[config.mk]
export PLATFORM = sky130hd
export DESIGN_NAME = rock_sequencer
export DESIGN_NICKNAME = d
export VERILOG_FILES = /design/src/rtl/rock_sequencer_pkg.sv /design/src/rtl/rock_sequencer_sync.sv /design/src/rtl/rock_sequencer.sv
export SDC_FILE = /design/constraint.sdc
export NUM_CORES = 1
export LEC_CHECK = 0
export CAP_MARGIN = 10
export CELL_PAD_IN_SITES_DETAIL_PLACEMENT = 0
export CELL_PAD_IN_SITES_GLOBAL_PLACEMENT = 1
export CORE_MARGIN = 3
export CORE_UTILIZATION = 32
export CTS_CLUSTER_DIAMETER = 50
export CTS_CLUSTER_SIZE = 20
export DETAILED_ROUTE_END_ITERATION = 10
export GPL_ROUTABILITY_DRIVEN = 0
export PLACE_DENSITY = 0.77
export RECOVER_POWER = 100
export SYNTH_ARGS = -nofsm -noshare
export SYNTH_HDL_FRONTEND = slang
export SYNTH_SLANG_ARGS = --single-unit
[constraint.sdc]
create_clock -name clk -period 1.95 [get_ports clk]
set_input_delay 0.195 -clock clk [delete_from_list [all_inputs] [get_ports clk]]
set_output_delay 0.195 -clock clk [all_outputs]
set_load 0.005 [all_outputs]
[src/rtl/rock_sequencer_pkg.sv]
// rock_pkg: shared state codes, default timing constants and datapath reload values
package rock_pkg;
  typedef enum logic [1:0] {
    IDLE  = 2'd0,
    START = 2'd1,
    ROCK  = 2'd2,
    CALM  = 2'd3
  } state_t;
  localparam int SETTLE_TICKS_DEF = 8;
  localparam int CALM_TICKS_DEF = 16;
  localparam int F_MAX_DEF = 9;
  localparam logic [3:0] F_RELOAD = 4'd5;
  localparam logic [3:0] A_RELOAD = 4'd5;
  function automatic int max2(input int a, input int b);
    return (a > b) ? a : b;
  endfunction
endpackage

[src/rtl/rock_sequencer_sync.sv]
// rock_sync: two-flop level synchronizer with synchronous reset
module rock_sync (
  input  logic clk,
  input  logic reset,
  input  logic i_d,
  output logic o_q
);
  logic r_meta;
  logic r_q;
  // shift the raw level through two flops before anyone looks at it
  always_ff @(posedge clk) begin
    if (reset) begin
      r_meta <= 1'b0;
      r_q <= 1'b0;
    end else begin
      r_meta <= i_d;
      r_q <= r_meta;
    end
  end
  assign o_q = r_q;
endmodule

[src/rtl/rock_sequencer.sv]
// rock_sequencer: cry-driven control FSM issuing step pulses to the F/A datapath
module rock_sequencer
  import rock_pkg::*;
#(
  parameter int SETTLE_TICKS = SETTLE_TICKS_DEF,
  parameter int CALM_TICKS = CALM_TICKS_DEF,
  parameter int F_MAX = F_MAX_DEF
) (
  input  logic       clk,
  input  logic       reset,
  input  logic       tick,
  input  logic       cry,
  input  logic [3:0] f_val,
  input  logic [3:0] a_val,
  input  logic       f0,
  input  logic       af0,
  output logic       dp_reset,
  output logic       f_up,
  output logic       f_down,
  output logic       a_down,
  output logic       motor_en,
  output logic [1:0] state
);
  localparam int TW = max2($clog2(max2(SETTLE_TICKS, CALM_TICKS)), 1);
  localparam logic [TW-1:0] SETTLE_LAST = TW'(SETTLE_TICKS - 1);
  localparam logic [TW-1:0] CALM_LAST = TW'(CALM_TICKS - 1);
  localparam logic [3:0] F_CEIL = 4'(F_MAX);
  logic w_cry_s;
  logic w_unused;
  state_t r_state;
  logic [TW-1:0] r_timer;
  logic r_dp_reset;
  logic r_f_up;
  logic r_f_down;
  logic r_a_down;
  logic r_motor_en;
  // A is only observed through af0; the raw value is not needed for any decision
  assign w_unused = ^a_val;
  rock_sync u_cry_sync (
    .clk   (clk),
    .reset (reset),
    .i_d   (cry),
    .o_q   (w_cry_s)
  );
  // state, tick timer and registered pulse/motor outputs; every pulse defaults low so it lasts one cycle
  always_ff @(posedge clk) begin
    if (reset) begin
      r_state <= IDLE;
      r_timer <= '0;
      r_dp_reset <= 1'b0;
      r_f_up <= 1'b0;
      r_f_down <= 1'b0;
      r_a_down <= 1'b0;
      r_motor_en <= 1'b0;
    end else begin
      r_dp_reset <= 1'b0;
      r_f_up <= 1'b0;
      r_f_down <= 1'b0;
      r_a_down <= 1'b0;
      case (r_state)
        IDLE: begin
          r_timer <= '0;
          r_motor_en <= 1'b0;
          if (w_cry_s) begin
            r_state <= START;
            r_dp_reset <= 1'b1;
          end
        end
        START: begin
          r_state <= ROCK;
          r_timer <= '0;
          r_motor_en <= 1'b1;
        end
        ROCK: begin
          r_motor_en <= 1'b1;
          if (tick) begin
            if (r_timer == SETTLE_LAST) begin
              r_timer <= '0;
              if (!w_cry_s) r_state <= CALM;
              else if (f_val < F_CEIL) r_f_up <= 1'b1;
            end else begin
              r_timer <= r_timer + 1'b1;
            end
          end
        end
        CALM: begin
          if (w_cry_s) begin
            r_state <= ROCK;
            r_timer <= '0;
          end else if (tick) begin
            if (r_timer == CALM_LAST) begin
              r_timer <= '0;
              if (af0) begin
                r_state <= IDLE;
                r_motor_en <= 1'b0;
              end else if (!f0) begin
                r_f_down <= 1'b1;
              end else begin
                r_a_down <= 1'b1;
              end
            end else begin
              r_timer <= r_timer + 1'b1;
            end
          end
        end
        default: begin
          r_state <= IDLE;
          r_timer <= '0;
          r_motor_en <= 1'b0;
        end
      endcase
    end
  end
  assign dp_reset = r_dp_reset;
  assign f_up = r_f_up;
  assign f_down = r_f_down;
  assign a_down = r_a_down;
  assign motor_en = r_motor_en;
  assign state = r_state;
endmodule

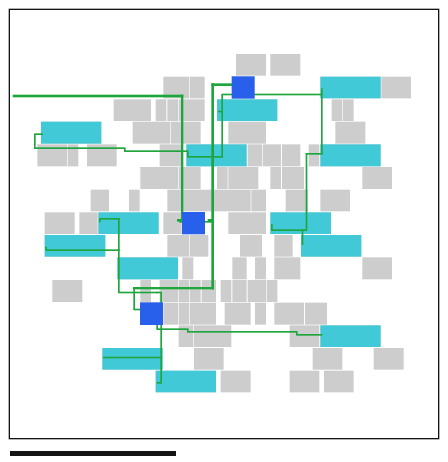
(run_1/clock_map.png)
Bar = 20 µm.
[blue] cells driving clock nets | count: 3
[cyan] flip-flops | count: 13
[green] clock wires | length: 216 µm
routed clock nets: 4

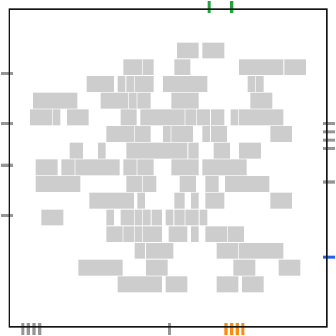
(run_1/pins.png)
Pins as bars across the die edge, other pins in grey.
[blue] `f_up` | pins: 1 | direction: output | edge: right
[green] `state` | pins: 2 | direction: output | edge: top
[orange] `f_val` | pins: 4 | direction: input | edge: bottom
all pins by edge: 9 bottom, 6 right, 4 left, 2 top

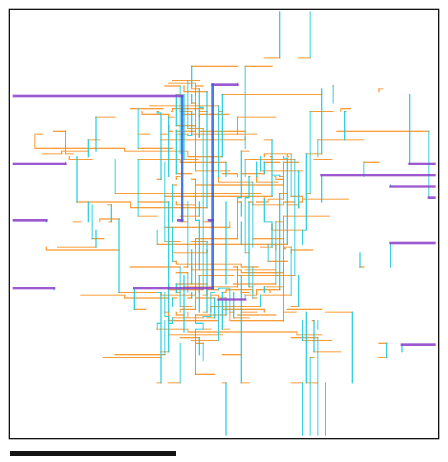
(run_1/metal_stack.png)
Bar = 20 µm.
[orange] met1 | wire length: 656 µm
[purple] met3 | wire length: 83.0 µm
[blue] met4 | wire length: 39.4 µm
[cyan] met2 | wire length: 669 µm

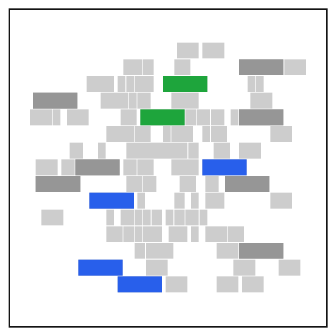
(run_1/registers.png)
Other sequential cells in the stronger grey, the rest of the logic in the fainter grey.
[blue] `r_timer` | sequential cells: 4
[green] `state` | sequential cells: 2

==> ci_impl_report.md, run 1 <==
## Synthesis and layout report

| Metric | Value |
|---|---|
| Core area | `1840 µm²` |
| Htree depth | `1` |
| Slew headroom | `77.1%` |
| Sw Share | `34.8%` |
| Share of layout cells above drive strength 1 | `6.52%` |
| Non-clock buffering overhead | `19.3%` |
| Pwr top | `sequential cells` |
| Hold_buf cts | `0` |
| Leak | `0.364 nW` |
| Io pins | `21` |
| Crit path DRT | `2.13 ns` |
| Largest register FFs | `4` |
| Initial drt markers | `12` |
| CP Launch Type | `flip-flop` |
| Outcome | `complete, no violations` |
| Register-to-Register Path Depth | `6` |
| Compound Share, Synth | `17.0%` |
| Die ar. | `2650 µm²` |
| Basic Gates by Area | `25.9%` |
| Xor and xnor area share after synthesis | `1.32%` |
| Worst hold path depth | `1` |
| Comb gates | `51` |
-- run 1: placed cells by master (no fill, tap or decap), drive strengths merged, types with 3 or more instances in the layout --
cell type	instances
nand2	4
a21oi	3
ha	5
dfxtp	13
inv	6
clkdlybuf4s50	8
nor2	7
clkbuf	5
dlygate4sd3	8
nor3	3
-- run 1: through the flow --
step / utilization, % / std cells / power (mW) / worst slack, ns
finish: 48.2 / 117 / 0.814 / 0.194
global route: 48.2 / 117 / 0.870 / 0.0454
CTS: 48.4 / 117 / 0.830 / 0.213
detailed placement: 47.0 / 113 / 0.654 / 0.234
global placement: 47.0 / 113 / 0.644 / 0.260
floorplan: - / 71 / 0.529 / 0.246
## Run 2: what changed since run 1
--- a/config.mk
+++ b/config.mk
@@ -16,6 +16,7 @@
 export GPL_ROUTABILITY_DRIVEN = 0
 export PLACE_DENSITY = 0.77
 export RECOVER_POWER = 100
+export SKIP_LAST_GASP = 1
 export SYNTH_ARGS = -nofsm -noshare
 export SYNTH_HDL_FRONTEND = slang
 export SYNTH_SLANG_ARGS = --single-unit
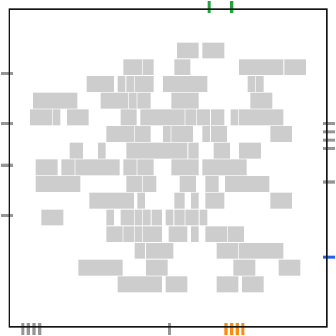
(run_2/pins.png)
Pins as bars across the die edge, other pins in grey.
[blue] `f_up` | pins: 1 | direction: output | edge: right
[orange] `f_val` | pins: 4 | direction: input | edge: bottom
[green] `state` | pins: 2 | direction: output | edge: top

==> run 2 against run 1 <==
  * Sequential power about the same
  * Hold slack is the same
  * Clock power barely moved
  * Synthesized cell count did not move
  * Design area did not move
  * Setup slack unchanged
  * Sequential share of layout area did not move
  * Largest power group unchanged
==> ci_impl_report.md, run 2 <==
## Synthesis and layout report

| Metric | Value |
|---|---|
| CP Cell Sequence | `inv_1 > ha_1 > and2_0 > o32ai_4 > nor4_1 > o31a_1` |
| CP top delay family | `AND-OR/OR-AND gates` |
| CP endpoint kind | `flip-flop` |
| Routed wire per std cell | `12.4 µm` |
| Largest register FFs | `4` |
| Fillcell total | `197` |
| Top cell excl fill/tap | `dfxtp_1` |
| Crit path DRT | `2.13 ns` |
| Pwr top | `sequential cells` |
| Sw Share | `34.8%` |
| Worst VDD drop | `473 µV` |
| Core area | `1840 µm²` |
| Initial drt markers | `12` |
| CP Launch Type | `flip-flop` |
| Share of layout cells above drive strength 1 | `6.52%` |
| Slew headroom | `77.1%` |
| Count of library flops with an enable pin | `0` |
| Outcome | `complete, no violations` |
| # Cells Yosys | `71` |
| Seq group | `329 µW` |
| GRT Resource Usage Total | `12.1%` |
| Leak | `0.364 nW` |
| Post_cts resized | `0` |
| Die ar. | `2650 µm²` |
| Hold_buf cts | `0` |
| Inserted Clock Buffers | `3` |
| Antenna violations before repair | `0` |
| Non-clock buffering overhead | `19.3%` |
| Io pins | `21` |
| Logic share of the area | `42.3%` |
| Most Crowded Layer GR | `met2` |
| Worst hold path depth | `1` |
| Routed length on met2 | `668 µm` |
| Most common logic cells in the final layout | `dfxtp_1, clkdlybuf4s50_1, dlygate4sd3_1, nor2_1, inv_1` |
| Comb gates | `51` |
| Gate Count Post-Synth | `71` |
| Register-to-Register Path Depth | `6` |
| Htree depth | `1` |
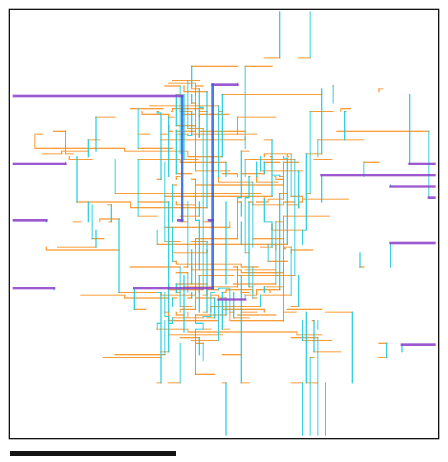
(run_2/metal_stack.png)
Bar = 20 µm.
[blue] met4 | wire length: 39.4 µm
[purple] met3 | wire length: 83.0 µm
[cyan] met2 | wire length: 669 µm
[orange] met1 | wire length: 656 µm

run 2: cell counts after synthesis:
Identical to the previous run, type by type.
run 2: kinds of logic (layout without fill, tap and decap cells):
logic type	count (synthesis)	in the layout	synth area share [%]
AND-OR/OR-AND	13	13	17.0
adder cells (fa/ha/maj)	5	5	9.45
buffers and inverters	7	28	3.97
multiplexers	2	2	3.02
XOR/XNOR	1	1	1.32
AND/OR/NAND/NOR	30	30	25.9
flip-flops	13	13	39.3
run 2: stage by stage:
| step | worst slack (ns) | power, mW | cells |
|---|---|---|---|
| global placement | 0.260 | 0.644 | 113 |
| detailed placement | 0.234 | 0.654 | 113 |
| CTS | 0.213 | 0.830 | 117 |
| finish | 0.194 | 0.814 | 117 |
| floorplan | 0.246 | 0.529 | 71 |
| global route | 0.0454 | 0.870 | 117 |
## Run 3: what changed since run 2
--- a/config.mk
+++ b/config.mk
@@ -9,12 +9,12 @@
 export CELL_PAD_IN_SITES_DETAIL_PLACEMENT = 0
 export CELL_PAD_IN_SITES_GLOBAL_PLACEMENT = 1
 export CORE_MARGIN = 3
-export CORE_UTILIZATION = 32
+export CORE_UTILIZATION = 35
 export CTS_CLUSTER_DIAMETER = 50
 export CTS_CLUSTER_SIZE = 20
 export DETAILED_ROUTE_END_ITERATION = 10
 export GPL_ROUTABILITY_DRIVEN = 0
-export PLACE_DENSITY = 0.77
+export PLACE_DENSITY = 0.83
 export RECOVER_POWER = 100
 export SKIP_LAST_GASP = 1
 export SYNTH_ARGS = -nofsm -noshare
==> constraint.sdc (replaced) <==
create_clock -name clk -period 2.2 [get_ports clk]
set_input_delay 0.22 -clock clk [delete_from_list [all_inputs] [get_ports clk]]
set_output_delay 0.22 -clock clk [all_outputs]
set_load 0.005 [all_outputs]
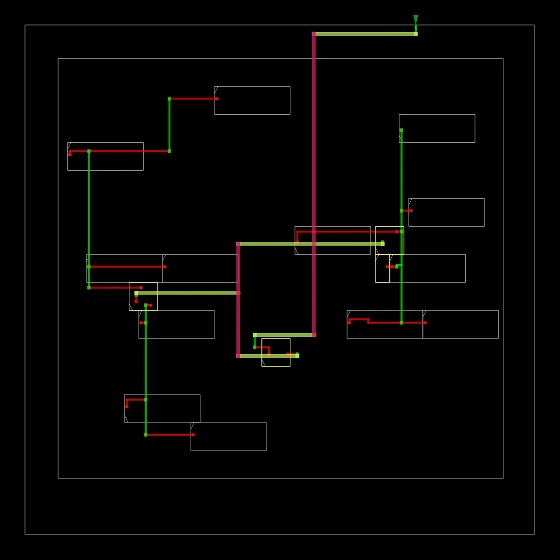
(run_3/final_clocks.png)
clk latency late pin: 0.28 ns
Seq cells: 13

==> run 3 against run 2 <==
  * Cell count shrank 0.85%
  * Synthesized area is the same
  * First-iteration DRC count grew 75%
  * Design area shrank 1.4%
  * Utilization grew 1.3 points
  * Global-route usage grew 0.88 points
  * Critical path depth shrank 1
  * Wire length shrank 7.7%
  * Critical endpoint is now r_timer[0]$_SDFFE_PP0P_
  * Maximum frequency shrank 6.5%
==> ci_impl_report.md, run 3 <==
## Synthesis and layout report

| Metric | Value |
|---|---|
| CP Launch Type | `flip-flop` |
| Count of library flops with an enable pin | `0` |
| Die ar. | `2450 µm²` |
| Inserted Clock Buffers | `3` |
| Initial drt markers | `21` |
| Htree depth | `1` |
| Leak | `0.354 nW` |
| Adder Area Share | `9.45%` |
| Routed length on met2 | `658 µm` |
| Logic family by area | `simple AND/OR/NAND/NOR gates` |
| Worst VDD drop | `408 µV` |
| Outcome | `complete, no violations` |
| Compound Share, Synth | `17.0%` |
| Share of layout cells above drive strength 1 | `4.40%` |
| Placed insts | `112` |
| Logic share of the area | `42.3%` |
| Sw Share | `33.7%` |
| Post_cts resized | `0` |
| Fin cells | `116` |
| Top cell excl fill/tap | `dfxtp_1` |
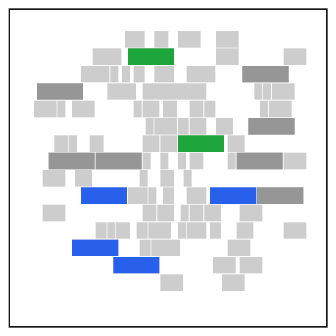
(run_3/registers.png)
Other sequential cells in the stronger grey, the rest of the logic in the fainter grey.
[green] `state` | sequential cells: 2
[blue] `r_timer` | sequential cells: 4
not coloured: 7

-- run 3: cell counts after synthesis --
No cell type changed its count.
-- run 3: through the flow --
step / hold WS (ns) / instance area (µm²) / power, mW / worst slack (ns) / util, %
2_1_floorplan: 0.292 / 662 / 0.469 / 0.496 / -
3_3_place_gp: 0.419 / 857 / 0.561 / 0.394 / 48.6
3_5_place_dp: 0.427 / 857 / 0.574 / 0.347 / 48.6
4_1_cts: 0.447 / 883 / 0.724 / 0.315 / 50.1
5_1_grt: 0.481 / 875 / 0.760 / 0.169 / 49.6
6_report: 0.440 / 875 / 0.702 / 0.322 / 49.6
-- run 3: critical path, cell delays in order (launching register included) --
cell and delay [ns]:
dfxtp_1 0.42, ha_1 0.31, nor3b_1 0.40, o32ai_4 0.20
or3_1 0.37, a21oi_1 0.12
No activity file was given, so power comes from the tool's default toggle rates.
